<file path="src/rtl/seg7_pkg.sv">
// seg7_pkg: constants and types shared by the 7-segment display encoder and
// the scan-capture reader.
//   SEG_W / BCD_W      : segment bus and BCD digit widths
//   SEG_0 .. SEG_9     : active-low segment patterns, segments a..g on bits 6..0
//   BCD_INVALID        : value reported for a pattern that is not a legal digit
//   scan_state_e       : capture FSM states
package seg7_pkg;

  localparam int SEG_W = 7;
  localparam int BCD_W = 4;

  localparam logic [SEG_W-1:0] SEG_0 = 7'b0000001;
  localparam logic [SEG_W-1:0] SEG_1 = 7'b1001111;
  localparam logic [SEG_W-1:0] SEG_2 = 7'b0010010;
  localparam logic [SEG_W-1:0] SEG_3 = 7'b0000110;
  localparam logic [SEG_W-1:0] SEG_4 = 7'b1001100;
  localparam logic [SEG_W-1:0] SEG_5 = 7'b0100100;
  localparam logic [SEG_W-1:0] SEG_6 = 7'b0100000;
  localparam logic [SEG_W-1:0] SEG_7 = 7'b0001111;
  localparam logic [SEG_W-1:0] SEG_8 = 7'b0000000;
  localparam logic [SEG_W-1:0] SEG_9 = 7'b0000100;

  localparam logic [BCD_W-1:0] BCD_INVALID = 4'hF;

  typedef enum logic [1:0] {
    BLANK  = 2'd0,
    SETTLE = 2'd1,
    HELD   = 2'd2
  } scan_state_e;

endpackage

</file>
<file path="src/rtl/seg7_scan_capture_decode.sv">
// seg7_decode: combinational active-low segment pattern to BCD decoder.
//   seg_n : segments a..g on bits 6..0, 0 = lit
//   bcd   : decoded digit, BCD_INVALID for any non-digit pattern
//   err   : set when seg_n is not one of the ten legal patterns
module seg7_decode
  import seg7_pkg::*;
(
  input  logic [SEG_W-1:0] seg_n,
  output logic [BCD_W-1:0] bcd,
  output logic             err
);

  always_comb begin
    bcd = BCD_INVALID;
    err = 1'b0;
    case (seg_n)
      SEG_0:   bcd = 4'd0;
      SEG_1:   bcd = 4'd1;
      SEG_2:   bcd = 4'd2;
      SEG_3:   bcd = 4'd3;
      SEG_4:   bcd = 4'd4;
      SEG_5:   bcd = 4'd5;
      SEG_6:   bcd = 4'd6;
      SEG_7:   bcd = 4'd7;
      SEG_8:   bcd = 4'd8;
      SEG_9:   bcd = 4'd9;
      default: begin
        bcd = BCD_INVALID;
        err = 1'b1;
      end
    endcase
  end

endmodule

</file>
<file path="src/rtl/seg7_scan_capture.sv">
// seg7_scan_capture: reader for a multiplexed, active-low 7-segment display.
// Samples the anode and segment buses, waits for each digit to be shown
// stably, decodes it back to BCD and assembles complete frames.
//   clk, rst_n   : clock, asynchronous active-low reset
//   an_n         : anode enables, bit i low = digit i displayed
//   seg_n        : segments a..g on bits 6..0, active-low
//   digits       : captured BCD values, digit i at [4i+3:4i]
//   digit_err    : bit i set when the last capture of digit i was illegal
//   frame_valid  : one-cycle pulse once every digit has been captured
//   frame_err    : OR of digit_err over the completed frame (with frame_valid)
//   multi_drive  : high for every sampled cycle with two or more anodes low
//   dbg_state    : current capture FSM state
module seg7_scan_capture
  import seg7_pkg::*;
#(
  parameter  int NUM_DIGITS    = 4,
  parameter  int STABLE_CYCLES = 8,
  localparam int CNT_W         = $clog2(STABLE_CYCLES + 1)
) (
  input  logic                    clk,
  input  logic                    rst_n,
  input  logic [NUM_DIGITS-1:0]   an_n,
  input  logic [SEG_W-1:0]        seg_n,
  output logic [4*NUM_DIGITS-1:0] digits,
  output logic [NUM_DIGITS-1:0]   digit_err,
  output logic                    frame_valid,
  output logic                    frame_err,
  output logic                    multi_drive,
  output scan_state_e             dbg_state
);

  localparam logic [NUM_DIGITS-1:0] AN_ONE   = NUM_DIGITS'(1);
  localparam logic [CNT_W-1:0]      CNT_ONE  = CNT_W'(1);
  localparam logic [CNT_W-1:0]      CNT_LAST = CNT_W'(STABLE_CYCLES - 1);
  localparam logic [CNT_W-1:0]      CNT_MAX  = CNT_W'(STABLE_CYCLES);

  logic [NUM_DIGITS-1:0] an_q;
  logic [SEG_W-1:0]      seg_q;
  logic [NUM_DIGITS-1:0] seen;
  logic [CNT_W-1:0]      cnt, cnt_d;
  scan_state_e           state, state_d;
  logic                  capture;

  logic [NUM_DIGITS-1:0] low_in, low_q;
  logic                  onehot_in;
  logic                  same;
  logic [BCD_W-1:0]      dec_bcd;
  logic                  dec_err;
  logic                  frame_done;
  logic [NUM_DIGITS-1:0] cap_mask;
  logic [NUM_DIGITS-1:0] seen_d;

  seg7_decode u_decode (
    .seg_n (seg_q),
    .bcd   (dec_bcd),
    .err   (dec_err)
  );

  // The state and counter describe the word being registered on this edge:
  // the counter equals the number of consecutive identical samples ending
  // with that word, so the incoming word is compared against the one already
  // held in an_q/seg_q. This makes the capture land on the same edge that
  // registers the STABLE_CYCLES-th identical sample.
  assign low_in    = ~an_n;
  assign low_q     = ~an_q;
  assign onehot_in = (low_in != '0) && ((low_in & (low_in - AN_ONE)) == '0);
  assign same      = ({an_n, seg_n} == {an_q, seg_q});

  assign multi_drive = ((low_q & (low_q - AN_ONE)) != '0);
  assign dbg_state   = state;

  always_comb begin
    state_d = state;
    cnt_d   = cnt;
    capture = 1'b0;
    case (state)
      BLANK: begin
        if (onehot_in) begin
          state_d = SETTLE;
          cnt_d   = CNT_ONE;
        end else begin
          cnt_d   = '0;
        end
      end
      SETTLE: begin
        if (!onehot_in) begin
          state_d = BLANK;
          cnt_d   = '0;
        end else if (!same) begin
          cnt_d   = CNT_ONE;
        end else if (cnt >= CNT_LAST) begin
          capture = 1'b1;
          state_d = HELD;
          cnt_d   = CNT_MAX;
        end else begin
          cnt_d   = cnt + CNT_ONE;
        end
      end
      HELD: begin
        if (!same) begin
          if (onehot_in) begin
            state_d = SETTLE;
            cnt_d   = CNT_ONE;
          end else begin
            state_d = BLANK;
            cnt_d   = '0;
          end
        end
      end
      default: begin
        state_d = BLANK;
        cnt_d   = '0;
      end
    endcase
  end

  // Capture only happens with an_q equal to the one-hot-low incoming word,
  // so its inversion is directly the write mask.
  assign cap_mask   = capture ? low_q : '0;
  assign frame_done = &seen;
  // The frame clear is applied before this edge's capture so that capture
  // counts toward the next frame.
  assign seen_d     = (frame_done ? '0 : seen) | cap_mask;

  always_ff @(posedge clk or negedge rst_n) begin
    if (!rst_n) begin
      an_q        <= '1;
      seg_q       <= '1;
      state       <= BLANK;
      cnt         <= '0;
      seen        <= '0;
      digits      <= '0;
      digit_err   <= '0;
      frame_valid <= 1'b0;
      frame_err   <= 1'b0;
    end else begin
      an_q        <= an_n;
      seg_q       <= seg_n;
      state       <= state_d;
      cnt         <= cnt_d;
      seen        <= seen_d;
      frame_valid <= frame_done;
      frame_err   <= frame_done & (|digit_err);
      for (int i = 0; i < NUM_DIGITS; i++) begin
        if (cap_mask[i]) begin
          digits[4*i +: 4] <= dec_bcd;
          digit_err[i]     <= dec_err;
        end
      end
    end
  end

endmodule

</file>
<file path="config.mk">
export PLATFORM = sky130hd
export DESIGN_NAME = seg7_scan_capture
export DESIGN_NICKNAME = d
export VERILOG_FILES = /design/src/rtl/seg7_pkg.sv /design/src/rtl/seg7_scan_capture_decode.sv /design/src/rtl/seg7_scan_capture.sv
export SDC_FILE = /design/constraint.sdc
export NUM_CORES = 1
export LEC_CHECK = 0
export ABC_AREA = 1
export CORE_MARGIN = 2
export CORE_UTILIZATION = 39
export CTS_CLUSTER_SIZE = 20
export DETAILED_ROUTE_END_ITERATION = 6
export DONT_BUFFER_PORTS = 1
export GPL_ROUTABILITY_DRIVEN = 1
export HOLD_SLACK_MARGIN = 0.02
export PLACE_DENSITY = 0.51
export SYNTH_ARGS = -nofsm -noshare
export SYNTH_HDL_FRONTEND = slang
export SYNTH_HIERARCHICAL = 1
export SYNTH_SLANG_ARGS = --single-unit
</file>
<file path="constraint.sdc">
create_clock -name clk -period 2.05 [get_ports clk]
set_input_delay 0.41 -clock clk [delete_from_list [all_inputs] [get_ports clk]]
set_output_delay 0.41 -clock clk [all_outputs]
set_load 0.03 [all_outputs]
</file>
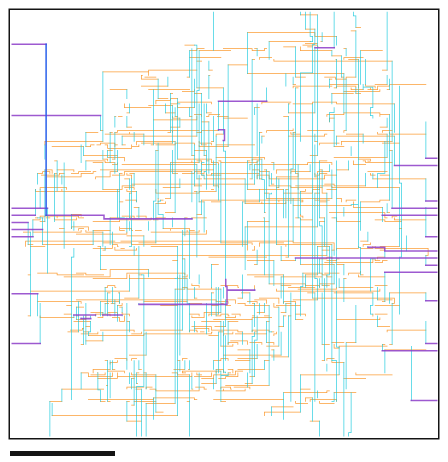
**Above:** routed metal, one colour a layer.
The bar under the picture is 20 um long.
- blue: met4 (wire length 32.6 um)
- purple: met3 (wire length 244 um)
- cyan: met2 (wire length 2,310 um)
- orange: met1 (wire length 2,410 um)
WL/cell: 12.6 um
WL final: 4990 um
Tot GR Track Use: 16.6%
DR vias: 1,894

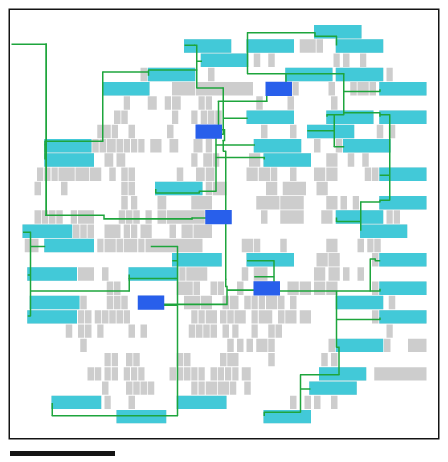
**Above:** routed clock nets over the placement.
The bar under the picture is 20 um long.
- cyan: flip-flops (count 43)
- green: clock wires (length 604 um)
- blue: cells driving clock nets (count 5)
- routed clock nets: 6
Clk. pwr: 0.000794 W
clk_skew: 0.00583 ns
worst skew pair latency: 0.29 ns
Clk network pwr share: 41.1%

==> flow_summary.json <==
{
  "mux_share_pct": 0,
  "logic_area_mm2": 0.00108,
  "routed.top_layer": "met4",
  "buf_share_pct": 2.30,
  "htree_levels": 2,
  "setup_ws_ns": 0.109,
  "max-clock-path-buffers": 2,
  "grt_util_met3_pct": 4.29,
  "nMultiInputCombCells": 226,
  "top_area_share_pct": 34.0,
  "cts_tree": "yes",
  "inv_count": 38,
  "dr_wl_met2_um": 2310,
  "hp-class": "in -> reg",
  "drv_cap": 0,
  "fin_crit_sh_pct": 94.7,
  "diodes": 0,
  "crit_family": "flip-flops",
  "reg2reg_slack_ns": 0.24,
  "crit_start": "an_q[3]$_DFF_PN1_",
  "cp_cell_sequence": "inv_1 -> a211oi_1 -> a31oi_1 -> buf_4",
  "use_met2_pct": 27.6,
  "synthCells": 312,
  "cts-root-buf": "clkbuf_8",
  "power_frac_seq_pct": 46.7,
  "simple_gate_area_share_pct": 40.7,
  "grt_antenna_before_repair": 0,
  "comb_cell_power_w": 0.000236,
  "synthAdderAreaFrac_pct": 0.532,
  "sh_comb_area_pct": 41.6,
  "ir_worst_vdd_uv": 369,
  "postSynthSeqShare_pct": 46.3,
  "met1_usage_pct": 21.2,
  "gp_congestion": 0.773,
  "endpoint": "multi_drive",
  "ys_seq_elements": 43,
  "power_leader": "registers",
  "synth.avg_cell_area_um2": 7.54,
  "place_inst": 385,
  "pwr_density_cell_mw_per_mm2": 741,
  "max-slew-margin-rel_pct": 72.0,
  "setup_viol": 0,
  "top_cells_by_area": "dfrtp_1 (34%), nand2_1 (22%), dfstp_2 (12%)",
  "period_needed_ns": 1.94,
  "place_hpwl_um": 3770,
  "p_leak_nw": 1.48,
  "die_y_um": 81.7,
  "routed_via_density": 4.79,
  "path_class": "reg -> out",
  "cp_data_arrival_time_ns": 1.53,
  "yosysTopAreaCell": "dfrtp_1",
  "lay_top_count": "nand2_1",
  "rsz0062_at_grt": "false",
  "overflow": 0,
  "worstMarginPinSlew_ns": 0.419,
  "row_count": 28,
  "die_width_um": 81.7,
  "r2r_cells": 8,
  "start_kind": "flip-flop",
  "initial_core_util_pct": 40.0,
  "timing.rr.end": "digits[8]$_DFFE_PN0P_",
  "tapcell.inserted": 75,
  "buffers": 5,
  "cts_hold_buf": 2,
  "io_buffers": 0,
  "power_frac_comb_pct": 12.2,
  "antenna_left": 0,
  "finalHoldViolations": 0,
  "grt_pass1_vias": 1815,
  "max_freq_ghz": 0.515,
  "ys_types": 30,
  "fin_nets": 333,
  "power.total_w": 0.00193,
  "largest_reg_flops": 16,
  "r2r-start": "seg_q[1]$_DFF_PN1_",
  "top_logic_kind": "simple AND/OR/NAND/NOR gates",
  "die_area_mm2": 0.00667,
  "most_common_cell": "nand2_1",
  "flop_cell": "dfrtp_1",
  "end_kind": "primary output",
  "min_to": "an_q[1]$_DFF_PN1_",
  "dominant_cells": "registers",
  "path_max_fanout": 7,
  "wl_met1_um": 2410,
  "drc": 0,
  "switchingPower_w": 0.000488,
  "status": "finished clean",
  "worstHoldPathCells": 0,
  "grt_max_degree": 44,
  "p_int_w": 0.00144,
  "drive_above_1_share_pct": 16.3,
  "hold-worst-slack_ns": 0.102,
  "cts_resized": 0,
  "worst-path-buf-inv": 2,
  "fillers": 597,
  "initialDrtViolationCount": 71,
  "fp_nets": 326,
  "wl_met3_um": 243,
  "stdcell_area_mm2": 0.00261,
  "grt-busiest-layer": "met2",
  "grt_pass1_wl_um": 8380
}
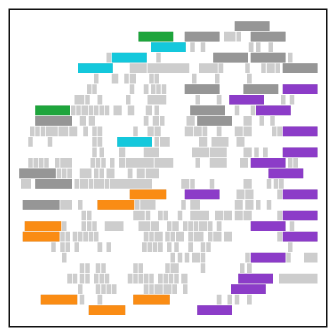
**Above:** where the registers sit.
Other sequential cells in the stronger grey, the rest of the logic in the fainter grey.
- cyan: cnt (placed flops 4; where top middle)
- green: dbg_state (placed flops 2)
- purple: digits (placed flops 16)
- orange: seg_q (placed flops 7)
seq pwr: 0.000901 W
register area: 0.00109 mm2
post-layout util: 44.3%
flop share of the area: 41.8%

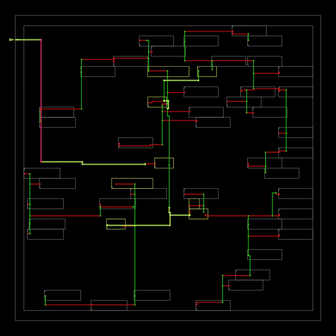
**Above:** the clock network.
flop count: 43
Num CTS Buffers: 5
clock buffers: 5
clock sink total: 43

Power figures rest on the tool's default switching activity, not on a simulated workload.
